==> config.mk <==
export PLATFORM = sky130hd
export DESIGN_NAME = tmp10x_poll_ctrl
export DESIGN_NICKNAME = d
export VERILOG_FILES = /design/src/rtl/tmp10x_pkg.sv /design/src/rtl/tmp10x_alert_cmp.sv /design/src/rtl/tmp10x_poll_ctrl.sv
export SDC_FILE = /design/constraint.sdc
export NUM_CORES = 1
export LEC_CHECK = 0
export CAP_MARGIN = 20
export CORE_MARGIN = 8
export CORE_UTILIZATION = 56
export CTS_CLUSTER_SIZE = 30
export DETAILED_ROUTE_END_ITERATION = 7
export PLACE_DENSITY_LB_ADDON = 0.3
export SLEW_MARGIN = 10
export SYNTH_ARGS = -nofsm -noshare
export SYNTH_HDL_FRONTEND = slang
export SYNTH_SLANG_ARGS = --single-unit
==> constraint.sdc <==
create_clock -name Clk -period 6.4 [get_ports Clk]
set_input_delay 1.28 -clock Clk [delete_from_list [all_inputs] [get_ports Clk]]
set_output_delay 1.28 -clock Clk [all_outputs]
set_load 0.01 [all_outputs]
==> src/rtl/tmp10x_pkg.sv <==
// Shared types and constants for the TMP10X polling sequencer.
package tmp10x_pkg;

  typedef enum logic [2:0] {
    ST_CFG_WR = 3'd0,
    ST_PTR_WR = 3'd1,
    ST_WAIT   = 3'd2,
    ST_RD     = 3'd3,
    ST_ERROR  = 3'd4
  } state_t;

  typedef enum logic {
    PH_REQ  = 1'b0,
    PH_XFER = 1'b1
  } phase_t;

  localparam logic [7:0] PTR_TEMP = 8'h00;
  localparam logic [7:0] PTR_CFG  = 8'h01;
  localparam int         TEMP_W   = 12;

endpackage

==> src/rtl/tmp10x_alert_cmp.sv <==
// Hysteresis over-temperature comparator; only built when TMP_ALERT_EN is defined.
`ifdef TMP_ALERT_EN
module tmp10x_alert_cmp
  import tmp10x_pkg::*;
#(
  parameter logic [TEMP_W-1:0] T_HIGH = 12'h500,
  parameter logic [TEMP_W-1:0] T_LOW  = 12'h4B0
) (
  input  logic              clk,
  input  logic              rst,
  input  logic              sample,
  input  logic [TEMP_W-1:0] temperature,
  output logic              alert
);

  // Set above T_HIGH, clear below T_LOW, hold in the band between.
  always_ff @(posedge clk or posedge rst) begin
    if (rst) begin
      alert <= 1'b0;
    end else if (sample) begin
      if ($signed(temperature) > $signed(T_HIGH)) begin
        alert <= 1'b1;
      end else if ($signed(temperature) < $signed(T_LOW)) begin
        alert <= 1'b0;
      end else begin
        alert <= alert;
      end
    end else begin
      alert <= alert;
    end
  end

endmodule
`endif

==> src/rtl/tmp10x_poll_ctrl.sv <==
// TMP10X polling sequencer driving an I2C master: configure, set pointer, poll reads.
// Optional hysteresis alert output is enabled with the TMP_ALERT_EN macro.
module tmp10x_poll_ctrl
  import tmp10x_pkg::*;
#(
  parameter int                       ADDRESSLENGTH = 8,
  parameter logic [ADDRESSLENGTH-1:0] SLAVE_ADDR    = 8'h48,
  parameter logic [7:0]               CFG_VALUE     = 8'h60,
  parameter int                       POLL_PERIOD   = 1000,
  parameter int                       MAX_RETRY     = 3,
  parameter logic [TEMP_W-1:0]        T_HIGH        = 12'h500,
  parameter logic [TEMP_W-1:0]        T_LOW         = 12'h4B0
) (
  input  logic                     Clk,
  input  logic                     RST,
  output logic                     m_start,
  output logic                     m_rorw,
  output logic [ADDRESSLENGTH-1:0] m_addr,
  output logic [3:0]               m_nbytes,
  output logic [7:0]               m_tx_data,
  input  logic                     m_tx_ack,
  input  logic [7:0]               m_rx_data,
  input  logic                     m_rx_valid,
  input  logic                     m_busy,
  input  logic                     m_done,
  input  logic                     m_nack,
  output logic [TEMP_W-1:0]        temperature,
  output logic                     temp_valid,
  output logic                     err,
  output logic                     alert
);

  localparam int CNT_W = $clog2(POLL_PERIOD + 1);
  localparam int RTY_W = $clog2(MAX_RETRY + 2);

  state_t           state_r;
  phase_t           phase_r;
  logic             idx_r;
  logic [1:0]       rx_cnt_r;
  logic [7:0]       msb_r;
  logic [3:0]       lsb_hi_r;
  logic [RTY_W-1:0] retry_r;
  logic [CNT_W-1:0] wait_cnt_r;
  logic             unused_rx_low;

  function automatic logic [7:0] tx_byte(input state_t st, input logic idx);
    case (st)
      ST_CFG_WR: tx_byte = idx ? CFG_VALUE : PTR_CFG;
      ST_PTR_WR: tx_byte = PTR_TEMP;
      default:   tx_byte = PTR_TEMP;
    endcase
  endfunction

  assign m_addr        = SLAVE_ADDR;
  assign unused_rx_low = ^m_rx_data[3:0];

  // Sequencer: transaction states split into REQ/XFER phases, retry and poll timing.
  always_ff @(posedge Clk or posedge RST) begin
    if (RST) begin
      state_r     <= ST_CFG_WR;
      phase_r     <= PH_REQ;
      m_start     <= 1'b0;
      m_rorw      <= 1'b1;
      m_nbytes    <= 4'd2;
      m_tx_data   <= PTR_CFG;
      idx_r       <= 1'b0;
      rx_cnt_r    <= 2'd0;
      msb_r       <= 8'h00;
      lsb_hi_r    <= 4'h0;
      retry_r     <= '0;
      wait_cnt_r  <= '0;
      temperature <= '0;
      temp_valid  <= 1'b0;
      err         <= 1'b0;
    end else begin
      temp_valid <= 1'b0;
      case (state_r)
        ST_CFG_WR, ST_PTR_WR, ST_RD: begin
          if (phase_r == PH_REQ) begin
            if (m_start && m_busy) begin
              m_start <= 1'b0;
              phase_r <= PH_XFER;
            end else begin
              m_start <= 1'b1;
            end
          end else begin
            // Only the two-byte config write has a second byte to advance to.
            if (m_tx_ack && (state_r == ST_CFG_WR) && !idx_r) begin
              idx_r     <= 1'b1;
              m_tx_data <= CFG_VALUE;
            end
            if (m_rx_valid && (state_r == ST_RD)) begin
              if (rx_cnt_r == 2'd0) begin
                msb_r <= m_rx_data;
              end else if (rx_cnt_r == 2'd1) begin
                lsb_hi_r <= m_rx_data[7:4];
              end
              if (rx_cnt_r != 2'd3) begin
                rx_cnt_r <= rx_cnt_r + 2'd1;
              end
            end
            if (m_done) begin
              phase_r  <= PH_REQ;
              idx_r    <= 1'b0;
              rx_cnt_r <= 2'd0;
              if (!m_nack && ((state_r != ST_RD) || (rx_cnt_r == 2'd2))) begin
                retry_r <= '0;
                case (state_r)
                  ST_CFG_WR: begin
                    state_r   <= ST_PTR_WR;
                    m_start   <= 1'b1;
                    m_nbytes  <= 4'd1;
                    m_tx_data <= PTR_TEMP;
                  end
                  ST_PTR_WR: begin
                    state_r    <= ST_WAIT;
                    wait_cnt_r <= CNT_W'(POLL_PERIOD - 1);
                  end
                  default: begin
                    state_r     <= ST_WAIT;
                    wait_cnt_r  <= CNT_W'(POLL_PERIOD - 1);
                    temperature <= {msb_r, lsb_hi_r};
                    temp_valid  <= 1'b1;
                  end
                endcase
              end else if (retry_r == RTY_W'(MAX_RETRY)) begin
                state_r <= ST_ERROR;
                err     <= 1'b1;
                m_start <= 1'b0;
              end else begin
                retry_r   <= retry_r + 1'b1;
                m_start   <= 1'b1;
                m_tx_data <= tx_byte(state_r, 1'b0);
              end
            end
          end
        end
        ST_WAIT: begin
          // Count reaches 1 so that m_start is high POLL_PERIOD cycles after m_done.
          if (wait_cnt_r == CNT_W'(1)) begin
            state_r   <= ST_RD;
            phase_r   <= PH_REQ;
            m_start   <= 1'b1;
            m_rorw    <= 1'b0;
            m_nbytes  <= 4'd2;
            m_tx_data <= PTR_TEMP;
            idx_r     <= 1'b0;
            rx_cnt_r  <= 2'd0;
          end else begin
            wait_cnt_r <= wait_cnt_r - CNT_W'(1);
          end
        end
        ST_ERROR: begin
          m_start <= 1'b0;
          err     <= 1'b1;
        end
        default: begin
          state_r <= ST_ERROR;
          m_start <= 1'b0;
          err     <= 1'b1;
        end
      endcase
    end
  end

`ifdef TMP_ALERT_EN
  tmp10x_alert_cmp #(
    .T_HIGH (T_HIGH),
    .T_LOW  (T_LOW)
  ) u_alert_cmp (
    .clk         (Clk),
    .rst         (RST),
    .sample      (temp_valid),
    .temperature (temperature),
    .alert       (alert)
  );
`else
  logic unused_thresholds;
  assign unused_thresholds = ^{T_HIGH, T_LOW};
  assign alert             = 1'b0;
`endif

endmodule

==> impl_metrics.py <==
# Generated from Yosys and OpenROAD reports
metrics = {
    "clocking": {
        "clk_transition_reported_paths_ns": 0.06,
        "numClockSinks": 58,
    },
    "job": {
        "drv.max_cap_violation_count": 0,
    },
    "status": {
        "run_status": "finished clean",
    },
    "timing": {
        "drv_slew": 0,
        "worst_pin_slew_ns": 0.715,
        "final-setup-viol-count": 0,
        "clock.fmax_ghz": 0.352,
        "post-route-period-util_pct": 44.4,
        "period_minus_slack_ns": 2.84,
    },
    "setup_path": {
        "r2r.worst_path.cells": 4,
        "cpLargestDelayFamily": "AND-OR/OR-AND gates",
        "crit_path_top_delay_cell": "clkdlybuf4s50_1",
        "worstPathRequired_ns": 6.61,
        "ff2ff_setup_slack_ns": 3.82,
    },
    "routing": {
        "number_of_antenna_violating_nets_in_the_routed_design": 0,
        "vias": 2186,
        "first_pass_iters": 5,
        "dr.first_iter.drc_count": 218,
        "postRouteWirelength_um": 6180,
        "routed_wire_length_per_instance_um": 16.1,
        "route.detailed.drc": 0,
    },
    "placement": {
        "detailed_place.area_sq_um": 3340,
        "half_perimeter_wire_length_after_placement_um": 4430,
        "dp_slack_ns": 3.25,
    },
    "final_layout": {
        "lay_top_count": "dfrtp_1",
        "share_of_post_route_cells_with_drive_strength_above_1_pct": 17.5,
        "post-route-cell-area_sq_um": 3550,
        "largest_register_ffs": 12,
        "antenna-diode-count": 0,
        "final_cell_mix": "55 x dfrtp_1, 40 x clkdlybuf4s50_1, 24 x mux2_2",
        "reg_top3": "temperature x12, wait_cnt_r x10",
    },
    "floorplanning": {
        "core-area_sq_um": 5070,
        "dieArea_sq_um": 7780,
        "initial_core_util_pct": 57.5,
    },
    "synth": {
        "synth-seq-area-share_pct": 49.8,
        "synth.top_cells.by_area": "dfrtp_1 47%, mux2_2 9.3%, ha_1 3.4%, buf_4 2.8%, dfstp_2 2.7%",
        "synthesized_cell_area_sq_um": 2920,
        "ys.flops": 58,
        "synth.yosys.chip_area_sq_um": 2920,
        "syn-instance-count": 269,
    },
    "global_routing": {
        "largest_net_degree_at_the_start_of_global_routing": 59,
        "grt_pass1_wl_um": 10300,
        "globalRouteOverflowTotal": 0,
    },
    "hold_path": {
        "hold-path-cell-count": 2,
    },
    "power": {
        "power_per_unit_of_standard_cell_area_nw_per_um2": 209,
    },
}
layout make-up:
cell class | count | area (sq um) | area share (%)
clock buffers | 12 | 165 | 4.65
flip-flops and latches | 58 | 1460 | 41.0
repair buffers | 42 | 415 | 11.7
inverters | 15 | 56.3 | 1.59
clock inverters | 4 | 48.8 | 1.37
well taps | 70 | 87.6 | 2.47
multi-input cells | 183 | 1320 | 37.2
through the flow:
stage	hold WS, ns	std cells
floorplan	0.436	278
global placement	0.462	368
detailed placement	0.469	368
CTS	0.484	384
global route	0.511	384
finish	0.475	384
worst min-delay path, cell delays in order, from the launching register on:
cell	delay (ns)
dfrtp_1	0.34
nor2_1	0.04
o31ai_1	0.05
logic make-up after synthesis:
logic type,synth area share [%]
DFF,49.8
muxes,11.1
AOI/OAI and AO/OA,13.2
buffers and inverters,6.25
and+or+nand+nor,16.0
adders and majority gates,3.43
other,0.257
how the worst max path moves through the flow:
stage	startpoint	to	slack (ns)
3_5_place_dp	m_nack	wait_cnt_r[8]	3.25
4_1_cts	m_nack	wait_cnt_r[8]	3.59
3_3_place_gp	m_nack	wait_cnt_r[8]	3.29
5_1_grt	m_nack	m_tx_data[7]	3.44
2_1_floorplan	m_done	temperature[0]	3.69
6_report	m_nack	wait_cnt_r[8]	3.56
layer usage:
layer	vias up	GRT usage [%]	wire length, um
li1	1034	-	-
met1	1053	22.6	2670
met2	90	25.7	2950
met3	9	4.74	490
met4	0	7.22	76
met5	-	0	0
power breakdown:
group,internal [mW],total [mW],switching (mW)
Clock,0.211,0.348,0.138
Combinational,0.00997,0.0265,0.0165
Sequential,0.367,0.367,0.000121
Total,0.588,0.742,0.154
Figure 1. Register map, names as in the netlist.
Drawn at 4 px/um.
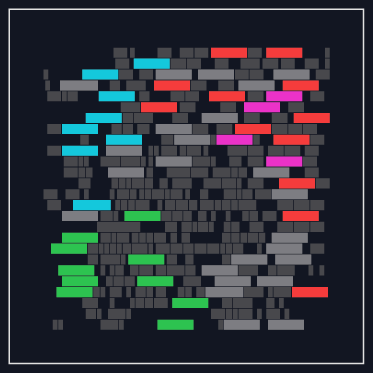
m_tx_data: marked cyan, flops 8. lsb_hi_r: marked magenta, flops 4. temperature: marked red, flops 12. wait_cnt_r: marked green, flops 10.
Another 24 sequential cells are not colored.

Figure 2. The clock network.
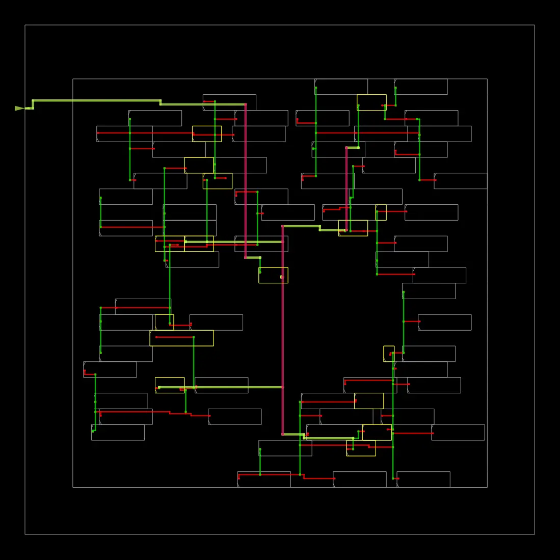
final clock skew: 0.00832 ns
clock group power: 0.348 mW

Figure 3. Placement density heat map.
Drawn at 4 px/um. 9 x 9 tiles, from black (low) to pale yellow (high), 0 to 100% covered.
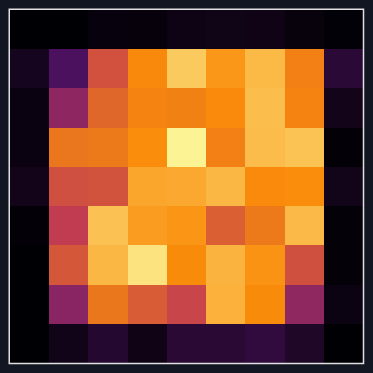
The mean over all tiles is 45%. 26% of the tiles are over 75% full. The densest ninth of the die: center.

Figure 4. Metal 2.
Drawn at 4 px/um.
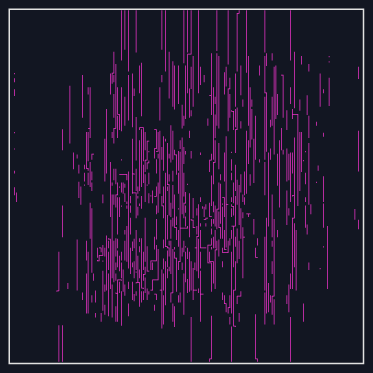
The longest straight run is 27.7 um. The layer carries 2,950 um of wire.

Figure 5. PDN straps and rails.
Drawn at 4 px/um. Pins as bars on the die edge.
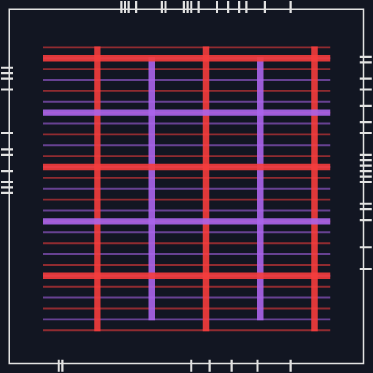
VSS: marked red. VDD: marked purple.
52 signal pins sit on the boundary. The core has 26 rows.

Power is estimated from default activity; no workload was simulated.
